**Metal 1**

Supply wires on this layer in grey.
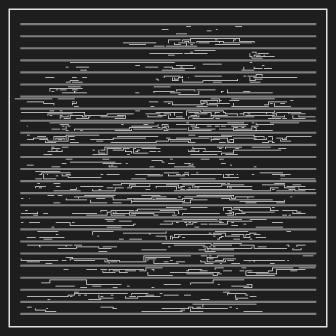
**Met2 routing**

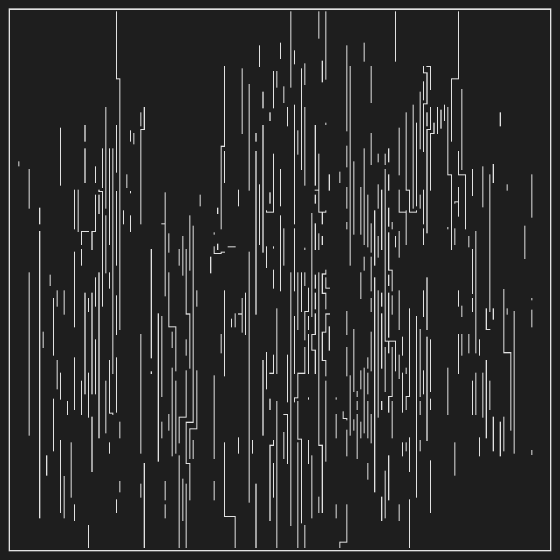
**The metal 3 layer**

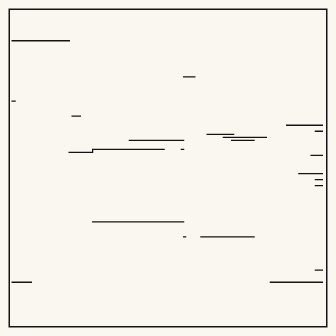
**config.mk**
```make
export PLATFORM = sky130hd
export DESIGN_NAME = pulse_count_ctrl
export DESIGN_NICKNAME = d
export VERILOG_FILES = /design/src/rtl/pulse_count_ctrl.sv
export SDC_FILE = /design/constraint.sdc
export NUM_CORES = 1
export LEC_CHECK = 0
export ABC_CLOCK_PERIOD_IN_PS = 3200
export CORE_MARGIN = 2
export CORE_UTILIZATION = 55
export CTS_CLUSTER_SIZE = 25
export DETAILED_ROUTE_END_ITERATION = 12
export DONT_BUFFER_PORTS = 1
export PLACE_DENSITY = 0.7
export SLEW_MARGIN = 20
export SYNTH_ARGS = -nofsm -noshare
export SYNTH_HDL_FRONTEND = slang
export SYNTH_SLANG_ARGS = --single-unit
```
**constraint.sdc**
```tcl
create_clock -name SYS_CLK -period 3.2 [get_ports SYS_CLK]
set_input_delay 0.48 -clock SYS_CLK [delete_from_list [all_inputs] [get_ports SYS_CLK]]
set_output_delay 0.48 -clock SYS_CLK [all_outputs]
set_load 0.01 [all_outputs]
```
**src/rtl/pulse_count_ctrl.sv**
```systemverilog
// Multi-channel gated pulse counter: synchronises pulses, counts rising edges over gapless
// windows and publishes per-window totals. Optional build macro: PULSE_CNT_SATURATE_EN.
module pulse_count_ctrl #(
    parameter int unsigned CH          = 2,
    parameter int unsigned CNT_W       = 8,
    parameter int unsigned GATE_CYCLES = 16,
    parameter int unsigned SYNC_STAGES = 2
) (
    input  logic                SYS_CLK,
    input  logic                S_RESET_N,
    input  logic [CH-1:0]       PULSE,
    input  logic                ENABLE,
    output logic [CH-1:0]       INC,
    output logic                SCLR,
    output logic                LOAD,
    output logic [CH*CNT_W-1:0] COUNT_OUT,
    output logic                VALID,
    output logic [CH-1:0]       OVF
);

    localparam int unsigned TW = (GATE_CYCLES > 2) ? $clog2(GATE_CYCLES) : 1;
    localparam logic [TW-1:0]    TIMER_LAST = TW'(GATE_CYCLES - 2);
    localparam logic [CNT_W-1:0] CNT_MAX    = '1;

    typedef enum logic [1:0] {StIdle, StCount, StLoad} state_e;

    logic [SYNC_STAGES-1:0][CH-1:0] r_sync;
    logic [CH-1:0]                  r_prev;
    logic [CH-1:0]                  r_inc;

    state_e                         r_state;
    logic [TW-1:0]                  r_timer;
    logic [CH-1:0][CNT_W-1:0]       r_cnt;
    logic [CH-1:0]                  r_ovf_pend;
    logic                           r_sclr;
    logic                           r_load;
    logic                           r_valid;
    logic [CH-1:0][CNT_W-1:0]       r_count_out;
    logic [CH-1:0]                  r_ovf;

    logic [CH-1:0][CNT_W-1:0]       w_cnt_nxt;
    logic [CH-1:0]                  w_hit;

    always_ff @(posedge SYS_CLK) begin
        if (!S_RESET_N) begin
            r_sync <= '0;
            r_prev <= '0;
            r_inc  <= '0;
        end else begin
            r_sync[0] <= PULSE;
            for (int i = 1; i < int'(SYNC_STAGES); i++) begin
                r_sync[i] <= r_sync[i-1];
            end
            r_prev <= r_sync[SYNC_STAGES-1];
            r_inc  <= r_sync[SYNC_STAGES-1] & ~r_prev;
        end
    end

    // An edge arriving while a counter is already at max marks the window as overflowed.
    always_comb begin
        w_hit     = '0;
        w_cnt_nxt = r_cnt;
        for (int k = 0; k < int'(CH); k++) begin
            w_hit[k] = r_inc[k] && (r_cnt[k] == CNT_MAX);
`ifdef PULSE_CNT_SATURATE_EN
            w_cnt_nxt[k] = w_hit[k] ? r_cnt[k] : r_cnt[k] + CNT_W'(r_inc[k]);
`else
            w_cnt_nxt[k] = r_cnt[k] + CNT_W'(r_inc[k]);
`endif
        end
    end

    always_ff @(posedge SYS_CLK) begin
        if (!S_RESET_N) begin
            r_state     <= StIdle;
            r_timer     <= '0;
            r_cnt       <= '0;
            r_ovf_pend  <= '0;
            r_sclr      <= 1'b0;
            r_load      <= 1'b0;
            r_valid     <= 1'b0;
            r_count_out <= '0;
            r_ovf       <= '0;
        end else begin
            r_sclr <= 1'b0;
            r_load <= 1'b0;
            unique case (r_state)
                StIdle: begin
                    if (ENABLE) begin
                        r_state    <= StCount;
                        r_sclr     <= 1'b1;
                        r_timer    <= '0;
                        r_cnt      <= '0;
                        r_ovf_pend <= '0;
                    end
                end
                StCount: begin
                    r_cnt      <= w_cnt_nxt;
                    r_ovf_pend <= r_ovf_pend | w_hit;
                    r_timer    <= r_timer + TW'(1);
                    if (r_timer == TIMER_LAST) begin
                        r_state <= StLoad;
                        r_load  <= 1'b1;
                        r_sclr  <= 1'b1;
                    end
                end
                StLoad: begin
                    // Totals include this cycle's edges so nothing is lost at the boundary.
                    r_count_out <= w_cnt_nxt;
                    r_ovf       <= r_ovf_pend | w_hit;
                    r_valid     <= 1'b1;
                    r_cnt       <= '0;
                    r_ovf_pend  <= '0;
                    r_timer     <= '0;
                    r_state     <= ENABLE ? StCount : StIdle;
                end
                default: r_state <= StIdle;
            endcase
        end
    end

    assign INC       = r_inc;
    assign SCLR      = r_sclr;
    assign LOAD      = r_load;
    assign COUNT_OUT = r_count_out;
    assign VALID     = r_valid;
    assign OVF       = r_ovf;

endmodule

```
==> flow_summary.yaml <==
# synthesis and place-and-route metrics
timing:
  slew_headroom_pct: 64.34
  timing.final.ws_setup_ps: 1439
  layout_min_cycle_time_ps: 1761
  worst_pin_slew_ps: 534.9
  finalHoldViolCount: 0
  grt_setup_unrepaired: "false"
  holdWs_ps: 283.4
  final-setup-viol-count: 0
yosys:
  synthFlopType: "dfxtp_1"
  synth_flops: 53
  synthCells: 267
  largest_area_cell: "dfxtp_1"
  yosysCellCount: 267
  ys_types: 47
  syn_area_per_cell_um2: 9.297
place:
  place_ws_ps: 1451
  gp_congestion: 0.7982
  dpl.cell_count: 300
  place_hpwl_um: 3126
clock_network:
  htreeDepth: 2
  postCtsHoldBufs: 0
  cts_tree: "done"
  cts_root_buf: "clkbuf_8"
  post_cts_buffers: 0
  cts_buffers: 5
  clk_pin_slew_ps: 100
  clock_latency_ps: 310
  cts.sinks: 53
worst_setup_path:
  startpoint: "INC[0]"
  r2r_start: "INC[0]"
  path_cells: "ha_1, ha_1, nand3_1, o211a_1, o31a_1"
  worstPathRequired_ps: 3400
  crit_family: "adder cells"
  worstPathMaxFanout: 6
  end_kind: "register"
  critical_path.max_stage_delay_ps: 450
  path_common_cell: "ha_1"
  start_kind: "register"
grt:
  track_usage_pct: 20.21
  grt-ovfl-total: 0
  grt_first_pass_wirelength_um: 8121
  grt_antenna_before_repair: 0
  grt_start_max_net_pins: 44
  grt_pass1_vias: 1679
final_layout:
  stdcell_area_um2: 2519
  final_nets: 266
  fillCellCount: 401
  utilization_pct: 57.84
  logic_area_um2: 1242
  fin_cells: 308
  drive_gt1_share_pct: 8.203
  area_growth_pct: 1.462
route:
  top_layer_used: "met4"
  viasPerCell: 5.938
  drt_iter0_drc: 110
  drt-met1-wl_um: 2188
  drcViolationCount: 0
  wl_met2_um: 2242
  met3_length_um: 144
  ant_nets: 0
hold_path:
  hp-start: "S_RESET_N"
  hp-class: "in -> reg"
power:
  power.total_mw: 1.117
  p_per_area_nw_per_um2: 443.4
  max-vdd-ir-drop_mv: 0.3797
  leakagePower_nw: 0.8819
floorplan:
  chipHeight_um: 71.18
  core_area_um2: 4354
  io_pins: 28
  chipArea_um2: 5067
  rows: 24
  die_w_um: 71.18
status:
  status: "complete, no violations"
job:
  max_cap_viol_count: 0
-- 'metal 1' (at the start) --
longest straight run	23.5 um
wire length on this layer	2190 um
share of all routed wire	47%
main direction	horizontal

-- 'met2 routing' (at the start) --
longest straight run	37.7 um
main direction	vertical
nets with wire on the layer	206
share of all routed wire	48%
met2 Use GR: 33.23%
drt total wl: 4636 um
Vias: 1829

-- 'the metal 3 layer' (at the start) --
longest straight run	20.5 um
wire length on this layer	144 um
main direction	horizontal
met3 Usage GRT: 5.128%

-- worst reg2reg max path: cells and delay by family, from the launching register on --
| kind | cells | cell delay, ps |
|---|---|---|
| fa+ha+maj | 2 | 530 |
| compound gates | 2 | 500 |
| flops | 1 | 450 |
| simple gates | 1 | 160 |
-- worst paths after layout --
check	endpoint	slack [ps]	cells after the start
worst max-delay path	r_cnt[4]	1440	5
worst min-delay path	r_sync[2]	280	1
worst max register to register	r_cnt[4]	1440	5
worst min register to register	INC[1]	390	1
-- where the power goes --
| group | internal [mW] | total [mW] | switching, mW | leakage (nW) |
|---|---|---|---|---|
| clock | 0.164 | 0.400 | 0.236 | 0.0506 |
| combinational | 0.0169 | 0.0436 | 0.0268 | 0.403 |
| sequential | 0.668 | 0.673 | 0.00585 | 0.429 |
-- layer usage --
metal	vias up	GRT usage (%)
li1	946	-
met1	850	25.89
met2	26	33.23
met3	7	5.128
met4	0	6.709
met5	-	0
-- synth_stat cells (6+ instances only) --
| cell | n |
|---|---|
| a21oi_1 | 13 |
| a31oi_1 | 15 |
| and2_1 | 7 |
| buf_2 | 8 |
| buf_4 | 6 |
| dfxtp_1 | 53 |
| ha_1 | 6 |
| inv_1 | 8 |
| nand2_1 | 12 |
| nand3_1 | 11 |
| nor2b_1 | 11 |
| o21ai_0 | 24 |
| o21ai_1 | 6 |
| or3_1 | 7 |
-- registers in the layout (all words and copies together), names as in the netlist --
name,flops
r_ovf_pend,2
r_prev,2
OVF,2
COUNT_OUT,16
LOAD,1
INC,2
VALID,1
r_timer,4
r_cnt,16
r_sync,4
r_state,2
SCLR,1
-- placed cells by master (no fill, tap or decap), drive strengths merged, types with 5 or more instances in the layout --
cell type,synthesis,final
clkbuf,4,5
or3,7,7
ha,6,6
nand3,13,13
a21oi,13,13
nand2,12,12
a31oi,15,15
o21ai,31,31
inv,8,10
and2,7,7
dfxtp,53,53
nor2b,11,11
-- area by class of cell --
class | instances | share of cell area, %
Multi-Input combinational cell | 184 | 49.33
Sequential cell | 53 | 42.13
Clock buffer | 5 | 2.732
Tap cell | 52 | 2.583
Inverter | 8 | 1.192
Clock inverter | 3 | 1.143
Timing Repair Buffer | 3 | 0.8942
-- kinds of logic (layout without fill, tap and decap cells) --
family,count (synthesis),in the layout,synth area share [%]
DFF,53,53,42.74
adders and majority gates,6,6,3.024
buffers and inverters,30,19,7.207
AOI/OAI and AO/OA,85,85,21.22
xor gates and xnor gates,6,6,2.117
muxes,8,8,3.427
and+or+nand+nor,79,79,20.26
Power is estimated from default activity; no workload was simulated.
